$ cat config.mk
export PLATFORM = sky130hd
export DESIGN_NAME = fetch_stage
export DESIGN_NICKNAME = d
export VERILOG_FILES = /design/src/rtl/fetch_stage.sv
export SDC_FILE = /design/constraint.sdc
export NUM_CORES = 1
export LEC_CHECK = 0
export CORE_MARGIN = 2
export CORE_UTILIZATION = 38
export DETAILED_ROUTE_END_ITERATION = 7
export PLACE_DENSITY_LB_ADDON = 0.05
export SETUP_SLACK_MARGIN = 0.15
export SLEW_MARGIN = 20
export SYNTH_ARGS = -nofsm -noshare
export SYNTH_HDL_FRONTEND = slang
export SYNTH_SLANG_ARGS = --single-unit
$ cat constraint.sdc
create_clock -name clk -period 1.8 [get_ports clk]
set_clock_uncertainty 0.1 [all_clocks]
set_input_delay 0.54 -clock clk [delete_from_list [all_inputs] [get_ports clk]]
set_output_delay 0.54 -clock clk [all_outputs]
set_load 0.05 [all_outputs]
$ cat src/rtl/fetch_stage.sv
// Instruction-fetch stage of a 5-stage MIPS-style pipeline.
//
// This stage owns the program counter and presents it as the word address of an
// asynchronous-read instruction memory. The returned instruction is captured into
// the IF/ID pipeline register together with PC+1 and a valid bit. Stall, flush and
// redirect requests come from later stages. A counter tracks how many valid
// instructions have been delivered into IF/ID.
//
// Ports:
//   clk           rising-edge clock
//   rst_n         synchronous active-low reset
//   stall         hold PC and IF/ID
//   flush         squash the instruction being captured this cycle
//   redirect      taken branch/jump; load PC from redirect_adr
//   redirect_adr  redirect target word address
//   inst_in       instruction memory read data; only [INST_W-1:0] is used
//   adr           fetch address, equal to the current PC
//   if_id_inst    registered instruction
//   if_id_pc1     registered PC+1 of that instruction
//   if_id_valid   IF/ID holds a real instruction (0 = bubble)
//   fetch_count   number of instructions delivered valid into IF/ID (wraps)
module fetch_stage #(
    parameter int unsigned             ADR_W    = 10,
    parameter int unsigned             INST_W   = 16,
    parameter logic [ADR_W-1:0]        RESET_PC = '0,
    parameter logic [INST_W-1:0]       NOP      = '0,
    parameter int unsigned             CNT_W    = 16
) (
    input  logic              clk,
    input  logic              rst_n,
    input  logic              stall,
    input  logic              flush,
    input  logic              redirect,
    input  logic [ADR_W-1:0]  redirect_adr,
    input  logic [31:0]       inst_in,
    output logic [ADR_W-1:0]  adr,
    output logic [INST_W-1:0] if_id_inst,
    output logic [ADR_W-1:0]  if_id_pc1,
    output logic              if_id_valid,
    output logic [CNT_W-1:0]  fetch_count
);

    logic [ADR_W-1:0]  pc_q, pc_d, pc_inc;
    logic [INST_W-1:0] inst_q, inst_d;
    logic [ADR_W-1:0]  pc1_q, pc1_d;
    logic              valid_q, valid_d;
    logic [CNT_W-1:0]  cnt_q, cnt_d;

    // The upper instruction bits are deliberately ignored.
    logic unused_inst_hi;
    assign unused_inst_hi = ^inst_in[31:INST_W];

    always_comb begin
        // Wraps modulo 2^ADR_W by construction.
        pc_inc  = pc_q + ADR_W'(1);
        pc_d    = pc_q;
        inst_d  = inst_q;
        pc1_d   = pc1_q;
        valid_d = valid_q;
        cnt_d   = cnt_q;

        if (redirect) begin
            // Redirect beats stall and flush: the wrong-path slot becomes a bubble.
            pc_d    = redirect_adr;
            inst_d  = NOP;
            pc1_d   = '0;
            valid_d = 1'b0;
        end else if (stall) begin
            if (flush) begin
                inst_d  = NOP;
                pc1_d   = '0;
                valid_d = 1'b0;
            end
        end else if (flush) begin
            // The squashed slot still consumes its address.
            pc_d    = pc_inc;
            inst_d  = NOP;
            pc1_d   = '0;
            valid_d = 1'b0;
        end else begin
            pc_d    = pc_inc;
            inst_d  = inst_in[INST_W-1:0];
            pc1_d   = pc_inc;
            valid_d = 1'b1;
            cnt_d   = cnt_q + CNT_W'(1);
        end
    end

    always_ff @(posedge clk) begin
        if (!rst_n) begin
            pc_q    <= RESET_PC;
            inst_q  <= NOP;
            pc1_q   <= '0;
            valid_q <= 1'b0;
            cnt_q   <= '0;
        end else begin
            pc_q    <= pc_d;
            inst_q  <= inst_d;
            pc1_q   <= pc1_d;
            valid_q <= valid_d;
            cnt_q   <= cnt_d;
        end
    end

    assign adr         = pc_q;
    assign if_id_inst  = inst_q;
    assign if_id_pc1   = pc1_q;
    assign if_id_valid = valid_q;
    assign fetch_count = cnt_q;

endmodule
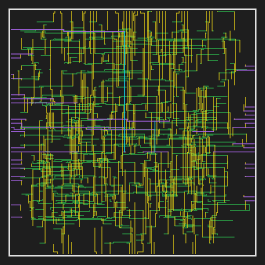
*Routed metal, one colour a layer*
Drawn at 3 px/µm.
- met1: green (wire length 2,510 µm)
- met4: cyan (wire length 50.3 µm)
- met3: purple (wire length 339 µm)
- met2: yellow (wire length 3,060 µm)

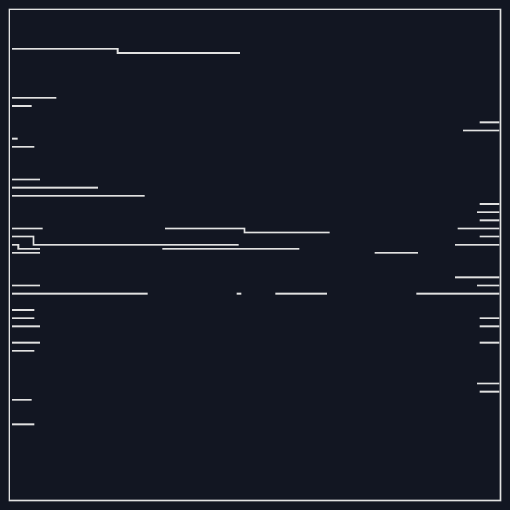
*Metal 3*
Drawn at 6 px/µm.
- main direction: horizontal
- wire length on this layer: 339 µm
- share of all routed wire: 5.7%

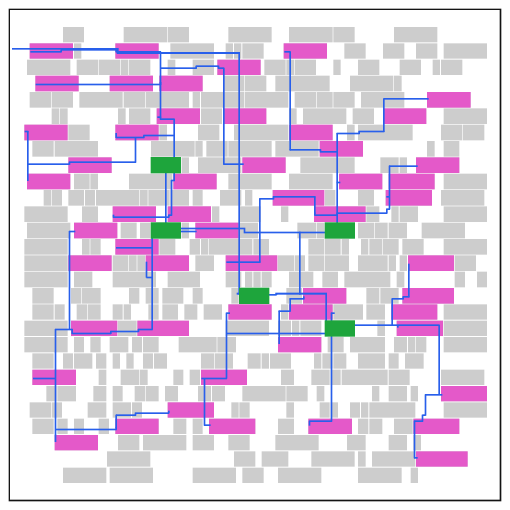
*Clock network drawn from the DEF*
Drawn at 6 px/µm.
- flip-flops: magenta (count 53)
- cells driving clock nets: green (count 5)
- clock wires: blue (length 671 µm)
- routed clock nets: 6

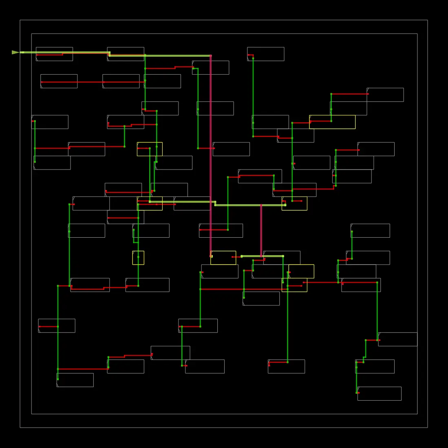
*The clock network*
Seq cells: 53
# clk buffers: 7
CTS buffer count: 5
power in the clock group: 0.798 mW
clk_lat worst skew: 300 ps

==> flow_summary.ini <==
; yosys + openroad results
[outcome]
status = finished clean

[floorplanning]
fp-utilization = 0.389
die_width_um = 81.6
taps = 75
die_y_um = 81.6

[sta]
post-route-period-util = 0.893
worst_pin_slew_ps = 348
whs_ps = 390
fmax_ghz = 0.622

[final_layout]
sh_seq_area = 0.264
diodes = 0
fill_cells = 448
nNonClkBuffers = 104
area_growth_syn_to_layout_pct = 81.6
buf_share = 0.377
comb_share = 0.300

[worst_setup_path]
critPathMaxFanout = 4
start_kind = register

[pwr]
p_int_mw = 1.85
powerSeq_mw = 1.24
top_power_group = sequential cells
sw_frac_of_total = 0.267
p_comb_mw = 0.479

[clock_network]
cts_max_path_buffers = 2
hold_buffers = 0
postCtsSetupRepairBufs = 4
cts_tree = built

[synth]
area_leaders = dfxtp_1, mux2i_1, nor2_1
syn_area_um2 = 2290
netlist_instances = 255
ys.flops = 53
top_cell_area_share = 0.463
yosys_area_um2 = 2290

[detailed_routing]
vias = 2142
antenna_left = 0
drt_iter0_markers = 37

[grt]
grt_pass1_vias = 1945

[placed_design]
hpwl_mm = 4.31
portBuffers = 83

[worst_hold_path]
hp-start = if_id_valid
hold_path_end = if_id_valid
min_path_type = register to register
## metal layers
metal,share of wire,routed length (µm),global-route usage
met5,0,0,0
met1,0.42,2510,0.214
met4,0.0084,50,0.0500
met2,0.51,3060,0.301
met3,0.057,338,0.0495
## kinds of logic after synthesis
group	synth area share
AND-OR/OR-AND	0.0869
XOR/XNOR	0.0956
AND/OR/NAND/NOR	0.202
adder cells (fa/ha/maj)	0.0109
buffers and inverters	0.0366
multiplexers	0.105
flip-flops	0.463
## through the flow
step / instances / worst slack (ps) / power, mW
after floorplan: 255 / 111 / 1.48
after global placement: 417 / -385 / 1.73
after detailed placement: 417 / -404 / 1.74
after CTS: 429 / 137 / 2.54
after global routing: 432 / 122 / 2.61
final: 432 / 193 / 2.52
## critical path: stages, from the launching register on
cell and delay, ps:
dfxtp_4 360, buf_4 160, buf_12 150
Power and IR drop assume default switching activity.
